--- config.mk ---
export PLATFORM = sky130hd
export DESIGN_NAME = risc_core_param_flat
export DESIGN_NICKNAME = d
export VERILOG_FILES = /design/src/rtl/risc_pkg.sv /design/src/rtl/risc_core_param_if.sv /design/src/rtl/risc_alu.sv /design/src/rtl/risc_core_param.sv /design/src/flat_wrapper.sv
export SDC_FILE = /design/constraint.sdc
export NUM_CORES = 1
export LEC_CHECK = 0
export ABC_AREA = 0
export CAP_MARGIN = 20
export CORE_MARGIN = 2
export CORE_UTILIZATION = 35
export CTS_BUF_LIST = sky130_fd_sc_hd__clkbuf_8
export CTS_CLUSTER_DIAMETER = 30
export DETAILED_ROUTE_END_ITERATION = 8
export SYNTH_ARGS = -nofsm -noshare
export SYNTH_HDL_FRONTEND = slang
export SYNTH_SLANG_ARGS = --single-unit
--- constraint.sdc ---
create_clock -name clk -period 4.9 [get_ports clk]
set_input_delay 0.49 -clock clk [delete_from_list [all_inputs] [get_ports clk]]
set_output_delay 0.49 -clock clk [all_outputs]
set_load 0.005 [all_outputs]
--- src/rtl/risc_pkg.sv ---
`default_nettype none
// ============================================================================
//  Package     : risc_pkg
//  Description : Opcodes, FSM state type and instruction field helpers for
//                the parametrised multi-cycle RISC core.
//  Revision    : 1.0 - initial release
// ============================================================================
package risc_pkg;

    localparam logic [3:0] OP_NOP  = 4'h0;
    localparam logic [3:0] OP_ADD  = 4'h1;
    localparam logic [3:0] OP_SUB  = 4'h2;
    localparam logic [3:0] OP_AND  = 4'h3;
    localparam logic [3:0] OP_OR   = 4'h4;
    localparam logic [3:0] OP_XOR  = 4'h5;
    localparam logic [3:0] OP_LDI  = 4'h6;
    localparam logic [3:0] OP_ADDI = 4'h7;
    localparam logic [3:0] OP_SHL  = 4'h8;
    localparam logic [3:0] OP_SHR  = 4'h9;
    localparam logic [3:0] OP_BZ   = 4'hA;
    localparam logic [3:0] OP_BNZ  = 4'hB;
    localparam logic [3:0] OP_JMP  = 4'hC;
    localparam logic [3:0] OP_OUT  = 4'hD;
    localparam logic [3:0] OP_HALT = 4'hE;
    localparam logic [3:0] OP_ILL  = 4'hF;

    typedef enum logic [1:0] {
        FETCH = 2'd0,
        EXEC  = 2'd1,
        HALT  = 2'd2
    } state_t;

    // Helpers take the instruction zero-extended to a fixed container so
    // they work for any RA_W/DATA_W combination; callers truncate the result.
    localparam int unsigned FIELD_MAX_W = 64;
    typedef logic [FIELD_MAX_W-1:0] field_t;

    function automatic logic [3:0] instr_op(input field_t instr,
                                            input int unsigned ra_w,
                                            input int unsigned data_w);
        return 4'(instr >> (2 * ra_w + data_w));
    endfunction

    function automatic field_t instr_rd(input field_t instr,
                                        input int unsigned ra_w,
                                        input int unsigned data_w);
        return (instr >> (ra_w + data_w)) & ((field_t'(1) << ra_w) - field_t'(1));
    endfunction

    function automatic field_t instr_rs(input field_t instr,
                                        input int unsigned ra_w,
                                        input int unsigned data_w);
        return (instr >> data_w) & ((field_t'(1) << ra_w) - field_t'(1));
    endfunction

    function automatic field_t instr_imm(input field_t instr,
                                         input int unsigned data_w);
        return instr & ((field_t'(1) << data_w) - field_t'(1));
    endfunction

endpackage
`default_nettype wire

--- src/rtl/risc_core_param_if.sv ---
`default_nettype none
// ============================================================================
//  Interface   : risc_core_param_if
//  Description : Instruction-memory req/ack fetch channel.
//  Revision    : 1.0 - initial release
// ============================================================================
interface risc_core_param_if #(
    parameter int PC_W    = 8,
    parameter int INSTR_W = 16
);
    logic               imem_req;
    logic [PC_W-1:0]    imem_addr;
    logic               imem_ack;
    logic [INSTR_W-1:0] imem_data;

    modport master (
        output imem_req,
        output imem_addr,
        input  imem_ack,
        input  imem_data
    );

    modport slave (
        input  imem_req,
        input  imem_addr,
        output imem_ack,
        output imem_data
    );
endinterface
`default_nettype wire

--- src/rtl/risc_alu.sv ---
`default_nettype none
// ============================================================================
//  Module      : risc_alu
//  Description : Combinational ALU for arithmetic, logic and shift opcodes.
//  Revision    : 1.0 - initial release
// ============================================================================
module risc_alu
    import risc_pkg::*;
#(
    parameter int DATA_W = 8
) (
    input  wire logic [DATA_W-1:0] a,
    input  wire logic [DATA_W-1:0] b,
    input  wire logic [3:0]        op,
    output logic      [DATA_W-1:0] result,
    output logic                   carry,
    output logic                   zero
);

    always_comb begin
        result = a;
        carry  = 1'b0;
        case (op)
            OP_ADD, OP_ADDI: {carry, result} = {1'b0, a} + {1'b0, b};
            OP_SUB: begin
                result = a - b;
                carry  = (b > a);
            end
            OP_AND: result = a & b;
            OP_OR:  result = a | b;
            OP_XOR: result = a ^ b;
            OP_SHL: begin
                result = {a[DATA_W-2:0], 1'b0};
                carry  = a[DATA_W-1];
            end
            OP_SHR: begin
                result = {1'b0, a[DATA_W-1:1]};
                carry  = a[0];
            end
            default: ;
        endcase
    end

    assign zero = (result == '0);

endmodule
`default_nettype wire

--- src/rtl/risc_core_param.sv ---
`default_nettype none
// ============================================================================
//  Module      : risc_core_param
//  Description : Parametrised two-state (fetch/exec) RISC core with req/ack
//                instruction fetch, Z/C flags and an OUT register.
//  Revision    : 1.0 - initial release
// ============================================================================
module risc_core_param
    import risc_pkg::*;
#(
    parameter int DATA_W = 8,
    parameter int NREGS  = 4,
    parameter int PC_W   = 8
) (
    input  wire logic              clk,
    input  wire logic              reset,
    risc_core_param_if.master      imem,
    output logic [DATA_W-1:0]      out_data,
    output logic                   out_valid,
    output logic                   zero_flag,
    output logic                   carry_flag,
    output logic                   halted,
    output logic                   illegal
);

    localparam int unsigned RA_W    = $clog2(NREGS);
    localparam int unsigned INSTR_W = 4 + 2 * RA_W + DATA_W;

    state_t              r_state;
    logic [PC_W-1:0]     r_pc;
    logic [INSTR_W-1:0]  r_ir;
    logic [DATA_W-1:0]   r_regs [NREGS];

    logic [3:0]          w_op;
    logic [RA_W-1:0]     w_rd;
    logic [RA_W-1:0]     w_rs;
    logic [DATA_W-1:0]   w_imm;
    logic [DATA_W-1:0]   w_rd_val;
    logic [DATA_W-1:0]   w_rs_val;
    logic [DATA_W-1:0]   w_alu_b;
    logic [DATA_W-1:0]   w_alu_res;
    logic                w_alu_carry;
    logic                w_alu_zero;
    logic [PC_W-1:0]     w_target;
    logic [PC_W-1:0]     w_pc_inc;

    assign w_op     = instr_op(field_t'(r_ir), RA_W, DATA_W);
    assign w_rd     = RA_W'(instr_rd(field_t'(r_ir), RA_W, DATA_W));
    assign w_rs     = RA_W'(instr_rs(field_t'(r_ir), RA_W, DATA_W));
    assign w_imm    = DATA_W'(instr_imm(field_t'(r_ir), DATA_W));
    assign w_rd_val = r_regs[w_rd];
    assign w_rs_val = r_regs[w_rs];
    assign w_alu_b  = (w_op == OP_ADDI) ? w_imm : w_rs_val;
    assign w_pc_inc = r_pc + PC_W'(1);

    generate
        if (PC_W > DATA_W) begin : g_tgt_zext
            assign w_target = {{(PC_W - DATA_W){1'b0}}, w_imm};
        end else begin : g_tgt_slice
            assign w_target = w_imm[PC_W-1:0];
        end
    endgenerate

    risc_alu #(
        .DATA_W (DATA_W)
    ) u_alu (
        .a      (w_rd_val),
        .b      (w_alu_b),
        .op     (w_op),
        .result (w_alu_res),
        .carry  (w_alu_carry),
        .zero   (w_alu_zero)
    );

    // Gated by reset so an in-flight request is withdrawn the moment reset rises.
    assign imem.imem_req  = (r_state == FETCH) && !reset;
    assign imem.imem_addr = r_pc;

    always_ff @(posedge clk or posedge reset) begin
        if (reset) begin
            r_state    <= FETCH;
            r_pc       <= '0;
            r_ir       <= '0;
            zero_flag  <= 1'b0;
            carry_flag <= 1'b0;
            out_data   <= '0;
            out_valid  <= 1'b0;
            halted     <= 1'b0;
            illegal    <= 1'b0;
            for (int i = 0; i < NREGS; i++) begin
                r_regs[i] <= '0;
            end
        end else begin
            out_valid <= 1'b0;
            case (r_state)
                FETCH: begin
                    if (imem.imem_ack) begin
                        r_ir    <= imem.imem_data;
                        r_state <= EXEC;
                    end
                end
                EXEC: begin
                    r_state <= FETCH;
                    r_pc    <= w_pc_inc;
                    case (w_op)
                        OP_ADD, OP_SUB, OP_AND, OP_OR, OP_XOR,
                        OP_ADDI, OP_SHL, OP_SHR: begin
                            r_regs[w_rd] <= w_alu_res;
                            zero_flag    <= w_alu_zero;
                            carry_flag   <= w_alu_carry;
                        end
                        OP_LDI:  r_regs[w_rd] <= w_imm;
                        OP_BZ:   if (zero_flag)  r_pc <= w_target;
                        OP_BNZ:  if (!zero_flag) r_pc <= w_target;
                        OP_JMP:  r_pc <= w_target;
                        OP_OUT: begin
                            out_data  <= w_rd_val;
                            out_valid <= 1'b1;
                        end
                        OP_HALT: begin
                            r_state <= HALT;
                            halted  <= 1'b1;
                        end
                        OP_ILL: begin
                            illegal <= 1'b1;
                            r_state <= HALT;
                            halted  <= 1'b1;
                        end
                        default: ;
                    endcase
                end
                HALT:    ;
                default: r_state <= FETCH;
            endcase
        end
    end

endmodule
`default_nettype wire
--- src/flat_wrapper.sv ---
// flat-port wrapper written by rule: the top's interface ports become plain ports
module risc_core_param_flat import risc_pkg::*;
#(
    parameter int DATA_W = 8,
    parameter int NREGS  = 4,
    parameter int PC_W   = 8
)
  (clk, reset, out_data, out_valid, zero_flag, carry_flag, halted, illegal, imem_imem_req, imem_imem_addr, imem_imem_ack, imem_imem_data);
  risc_core_param_if #(.PC_W(PC_W)) imem_i ();
  input  wire logic clk;
  input  wire logic reset;
  output logic [DATA_W-1:0] out_data;
  output logic out_valid;
  output logic zero_flag;
  output logic carry_flag;
  output logic halted;
  output logic illegal;
  output wire logic [$bits(imem_i.imem_req)-1:0] imem_imem_req;
  output wire logic [$bits(imem_i.imem_addr)-1:0] imem_imem_addr;
  input wire logic [$bits(imem_i.imem_ack)-1:0] imem_imem_ack;
  input wire logic [$bits(imem_i.imem_data)-1:0] imem_imem_data;
  assign imem_imem_req = imem_i.imem_req;
  assign imem_imem_addr = imem_i.imem_addr;
  assign imem_i.imem_ack = imem_imem_ack;
  assign imem_i.imem_data = imem_imem_data;
  risc_core_param #(.DATA_W(DATA_W), .NREGS(NREGS), .PC_W(PC_W)) u_core (.clk(clk), .reset(reset), .imem(imem_i), .out_data(out_data), .out_valid(out_valid), .zero_flag(zero_flag), .carry_flag(carry_flag), .halted(halted), .illegal(illegal));
endmodule
==> flow_summary.json, run 1 <==
{
  "status": "finished, final reports clean",
  "tns_ps": 0,
  "finalHoldViolCount": 0,
  "layoutNonFillerInstCount": 717,
  "synthTopCellsByArea": "dfrtp_1 37%, mux2_2 10%, mux4_2 7.4%, ha_1 6.7%, a21oi_1 3.3%",
  "drtAntennaViolNets": 0,
  "largest_register": "u_core.r_regs",
  "worstPathMaxFanout": 13,
  "cts.path.max_buffers": 2,
  "drt_iter0_drc": 300,
  "synth_top_area_share": 0.3652,
  "grt_pass1_vias": 4126,
  "ys_ff": 71,
  "wl_met1_um": 6024,
  "worstMarginPinSlew_ps": 984.4,
  "cp_top_family": "AND-OR/OR-AND gates",
  "cts_tree": "yes",
  "fp_nets": 539,
  "worst-r2r-setup-slack_ps": 790,
  "top_cells_by_count": "71 x dfrtp_1, 45 x mux2_2, 39 x nand2_1, 36 x nor2_1, 32 x a21oi_1",
  "period_needed_ps": 4107,
  "place_area_mm2": 0.005474,
  "finalClockPeriodUsage": 0.8381,
  "grt_overflow": 0,
  "hold_path_end": "u_core.halted$_DFFE_PP0P_",
  "postLayoutCellArea_mm2": 0.005672,
  "lay_top_cells": "71 x dfrtp_1, 45 x mux2_2, 40 x clkdlybuf4s50_1, 39 x nand2_1, 36 x nor2_1",
  "lay_top_count": "dfrtp_1",
  "r2r_end": "u_core.r_regs[22]$_DFFE_PP0P_",
  "logic_family": "multiplexers",
  "finalSetupViolCount": 0,
  "logic_area_mm2": 0.002865,
  "drt_pass1_iterations": 5,
  "setup_ws_ps": 793.5,
  "holdWs_ps": 482.6,
  "fin_skew_ps": 14.61,
  "reg2reg_depth": 12,
  "crit_required_ps": 5190,
  "core_mm2": 0.01372,
  "area_growth_pct": 16.59,
  "use_met2": 0.3258,
  "drive_gt1_frac": 0.1825,
  "cp_num_cells": 12,
  "xor_share": 0.01415,
  "top_layer": "met4",
  "grt_start_max_net_pins": 37,
  "slowest_delay_ps": 770,
  "grt_pass1_wl_um": 22310,
  "min_from": "u_core.halted$_DFFE_PP0P_",
  "grt_setup_unrepaired": "no",
  "cts_resized": 0,
  "n_fill_cell": 1337,
  "cts_setup_buffers": 0,
  "largest_class": "combinational gates",
  "antenna_cells": 0,
  "route.detailed.drc": 0,
  "antenna_found_initial": 0,
  "grt_usage": 0.1975,
  "fp_util": 0.3546,
  "h-tree-depth": 3,
  "crit_type": "reg -> reg",
  "ios": 41,
  "rows": 43,
  "ys_sh_simple": 0.1345,
  "comb_cells": 365,
  "dieArea_mm2": 0.01486,
  "place_congestion": 0.9931,
  "min_path_cells": 1,
  "nClkBuffers": 9,
  "top_cell": "dfrtp_1",
  "port_buffers": 40,
  "clk_share": 0.03486,
  "grt_use_met1": 0.2635,
  "sh_seq_area": 0.3133,
  "relSlewSlack": 0.3424,
  "nNonClkBuffers": 50,
  "use_met3": 0.02903,
  "synthArstFlopShare": 1.000,
  "grt.busiest_layer": "met2",
  "top_area_cell": "dfrtp_1",
  "aoi_share": 0.1587,
  "ys_sh_mux": 0.2096,
  "bufAreaShareNonClock": 0.08383,
  "cp_data_arrival_time_ps": 4400,
  "synth-warning-count": 0,
  "taps": 180,
  "ys_sh_adder": 0.07099,
  "slew_viol_final": 0,
  "fmax_mhz": 243.5,
  "die_w_um": 121.9,
  "ys_cells": 493,
  "hp-class": "reg -> reg",
  "finalCoreUtilization": 0.4134,
  "dp_hpwl_um": 10450,
  "nNetsFinal": 578,
  "viasPerCell": 5.704,
  "crit_end": "u_core.r_regs[22]$_DFFE_PP0P_",
  "warnings": 42,
  "pre_cts_slack_ps": 863.2,
  "ys_types": 66,
  "crit_start": "u_core.r_ir[10]$_DFFE_PP0P_",
  "flop_area_mm2": 0.001777,
  "wl_per_cell_um": 19.47,
  "cts_hold_buf": 0,
  "crit_path_end_kind": "flip-flop",
  "cp_slowest_cell": "dfrtp_1",
  "path_buffers": 2,
  "met2WireLength_um": 6832,
  "netlist_area_mm2": 0.004865,
  "inverters_excl_clock": 35,
  "postSynthSeqShare": 0.3652,
  "top_regs": "u_core.r_regs: 32 flops, u_core.r_ir: 16 flops",
  "critPathLaunchType": "flip-flop",
  "root_buffer": "clkbuf_8",
  "comb_share": 0.5052,
  "flop_cell": "dfrtp_1",
  "path_cells": "mux4_2 -> inv_1 -> ha_1 -> inv_1 -> ha_1 -> or2_2 -> a221oi_1 -> o31ai_1 -> xnor2_1 -> o221a_2 -> o21ai_0 -> mux2_2",
  "die_y_um": 121.9,
  "synth_cells": 493,
  "r2r_start": "u_core.r_ir[10]$_DFFE_PP0P_",
  "placed_cells": 701,
  "largest_register_ffs": 32,
  "edf_count": 0,
  "avgSynthCellArea_um2": 9.867,
  "path_clk_slew_ps": 90
}
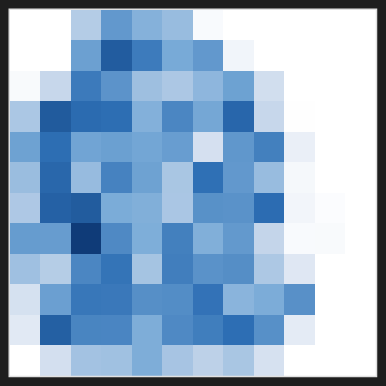
Run 1: placement density heat map
Scale: 3 px per um. 12 x 12 tiles, from white (low) to dark blue (high), 0 to 100% covered.
nearly empty tiles: 25%
densest ninth of the die: left middle
mean over tiles: 37%

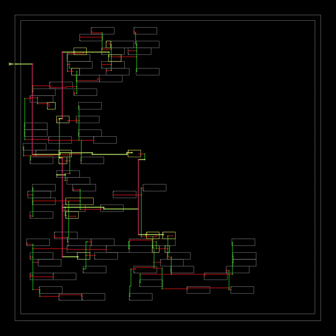
Run 1: clock wiring as the flow saved it
worst skew pair latency: 360 ps
Inserted Clock Buffers: 9
seq_cells: 71
clock tree sinks: 71

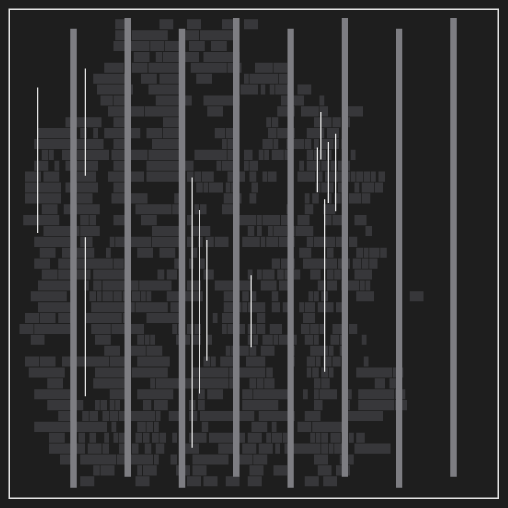
Run 1: M4 wires
Scale: 4 px per um. Supply wires on this layer in gray.
wire length on this layer: 362 um
share of all routed wire: 2.6%
nets with wire on the layer: 10
via count: 4090
Total Wirelength: 13960 um

Run 1, where the registers sit:
Scale: 4 px per um.
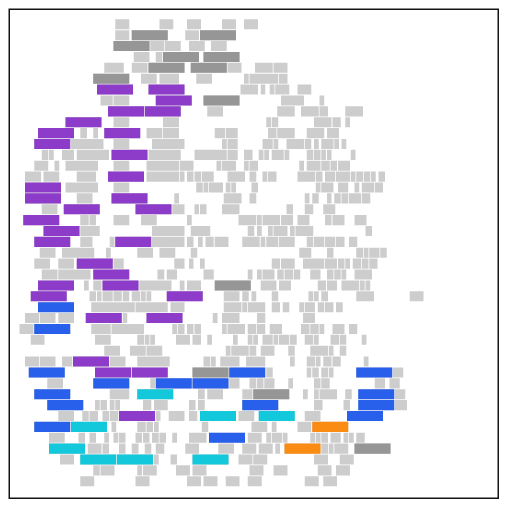

==> inputs of run 2 (changes only) <==
==> constraint.sdc (replaced) <==
create_clock -name clk -period 3.75 [get_ports clk]
set_input_delay 0.375 -clock clk [delete_from_list [all_inputs] [get_ports clk]]
set_output_delay 0.375 -clock clk [all_outputs]
set_load 0.005 [all_outputs]
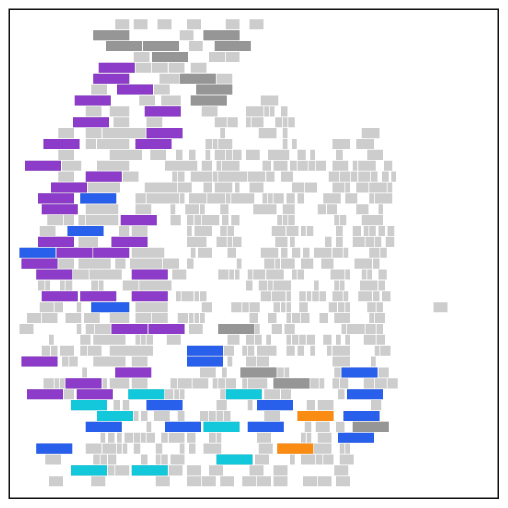
Run 2: where the registers sit
Scale: 4 px per um.
legend:
  cyan:
    netlist_name: `u_core.imem.imem_addr`
    sequential_cells: 8
  purple:
    netlist_name: `u_core.r_regs`
    sequential_cells: 32
  blue:
    netlist_name: `u_core.r_ir`
    sequential_cells: 16
  orange:
    netlist_name: `u_core.r_state`
    sequential_cells: 2
not colored: 13
final core area utilization: 0.4250
Register Area: 0.001778 mm2
sequential share of cell area: 0.3049

==> flow_summary.json, run 2 <==
{
  "status": "finished, final reports clean",
  "logic_area_mm2": 0.002885,
  "logic_family": "multiplexers",
  "dp_hpwl_um": 10610,
  "ys_sh_simple": 0.1345,
  "min_from": "u_core.halted$_DFFE_PP0P_",
  "path_buffers": 3,
  "tns_ps": 0,
  "h-tree-depth": 3,
  "crit_type": "reg -> reg",
  "grt_overflow": 0,
  "hp-class": "reg -> reg",
  "lay_top_cells": "70 x dfrtp_1, 45 x mux2_2, 40 x clkdlybuf4s50_1, 39 x nand2_1, 36 x nor2_1",
  "antenna_cells": 0,
  "nClkBuffers": 10,
  "fmax_mhz": 279.4,
  "ys_ff": 71,
  "n_fill_cell": 1288,
  "comb_share": 0.4949,
  "bufAreaShareNonClock": 0.1009,
  "clkSinkCount": 71,
  "cp_top_family": "multiplexers",
  "fin_skew_ps": 13.83,
  "top_cells_by_count": "71 x dfrtp_1, 45 x mux2_2, 39 x nand2_1, 36 x nor2_1, 32 x a21oi_1",
  "fp_nets": 539,
  "vias": 4097,
  "cts_setup_buffers": 0,
  "die_y_um": 121.9,
  "crit_path_end_kind": "flip-flop",
  "seq_cells": 71,
  "comb_cells": 365,
  "worstPathMaxFanout": 9,
  "lay_top_count": "dfrtp_1",
  "place_area_mm2": 0.005587,
  "drtAntennaViolNets": 0,
  "ys_cells": 493,
  "cts_hold_buf": 0,
  "synthTopCellsByArea": "dfrtp_1 37%, mux2_2 10%, mux4_2 7.4%, ha_1 6.7%, a21oi_1 3.3%",
  "die_w_um": 121.9,
  "holdWs_ps": 499.6,
  "layoutNonFillerInstCount": 732,
  "inverters_excl_clock": 35,
  "cp_data_arrival_time_ps": 3810,
  "ys_types": 66,
  "r2r_start": "u_core.r_ir[10]$_DFFE_PP0P_",
  "cp_slowest_cell": "mux4_2",
  "grt_use_met1": 0.2637,
  "grt_pass1_wl_um": 22540,
  "reg2reg_depth": 11,
  "met2WireLength_um": 6759,
  "pre_cts_slack_ps": -1.222,
  "postLayoutCellArea_mm2": 0.005831,
  "top_regs": "u_core.r_regs: 32 flops, u_core.r_ir: 16 flops",
  "finalHoldViolCount": 0,
  "root_buffer": "clkbuf_8",
  "cts.path.max_buffers": 2,
  "taps": 180,
  "crit_required_ps": 3980,
  "grt_usage": 0.1986,
  "min_path_cells": 1,
  "grt_start_max_net_pins": 46,
  "edf_count": 0,
  "netlist_area_mm2": 0.004865,
  "ys_sh_mux": 0.2096,
  "flop_cell": "dfrtp_1",
  "warnings": 42,
  "use_met2": 0.3282,
  "period_needed_ps": 3578,
  "hold_path_end": "u_core.halted$_DFFE_PP0P_",
  "path_clk_slew_ps": 80,
  "wl_met1_um": 6112,
  "ios": 41,
  "viasPerCell": 5.597,
  "nNetsFinal": 593,
  "largest_class": "combinational gates",
  "dieArea_mm2": 0.01486,
  "cp_num_cells": 11,
  "route.detailed.drc": 0,
  "drive_gt1_frac": 0.2101,
  "grt_setup_unrepaired": "no",
  "use_met3": 0.03371,
  "setup_ws_ps": 171.5,
  "avgSynthCellArea_um2": 9.867,
  "postSynthSeqShare": 0.3652,
  "worstMarginPinSlew_ps": 937.1,
  "largest_register_ffs": 32,
  "crit_start": "u_core.r_ir[10]$_DFFE_PP0P_",
  "slew_viol_final": 0,
  "cts_tree": "yes",
  "grt.busiest_layer": "met2",
  "worst-r2r-setup-slack_ps": 170,
  "drt_iter0_drc": 201,
  "aoi_share": 0.1587,
  "r2r_end": "u_core.r_regs[13]$_DFFE_PP0P_",
  "top_cell": "dfrtp_1",
  "crit_end": "u_core.r_regs[13]$_DFFE_PP0P_",
  "xor_share": 0.01415,
  "finalClockPeriodUsage": 0.9543,
  "placed_cells": 716,
  "ys_sh_adder": 0.07099,
  "routed_wl_um": 14040,
  "finalSetupViolCount": 0,
  "place_congestion": 0.9859,
  "top_layer": "met4",
  "clk_latency_ps": 350,
  "port_buffers": 40,
  "antenna_found_initial": 0,
  "rows": 43,
  "nNonClkBuffers": 65
}
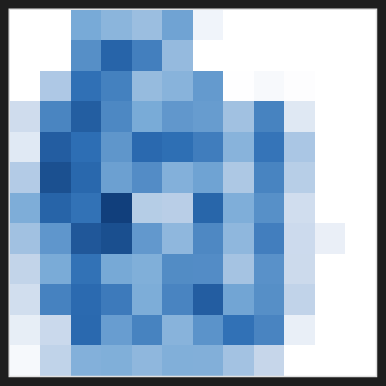
Run 2: placement density heat map
Scale: 3 px per um. 12 x 12 tiles, from white (low) to dark blue (high), 0 to 100% covered.
CORE AREA: 0.01372 mm2
Init Core Util: 0.3546

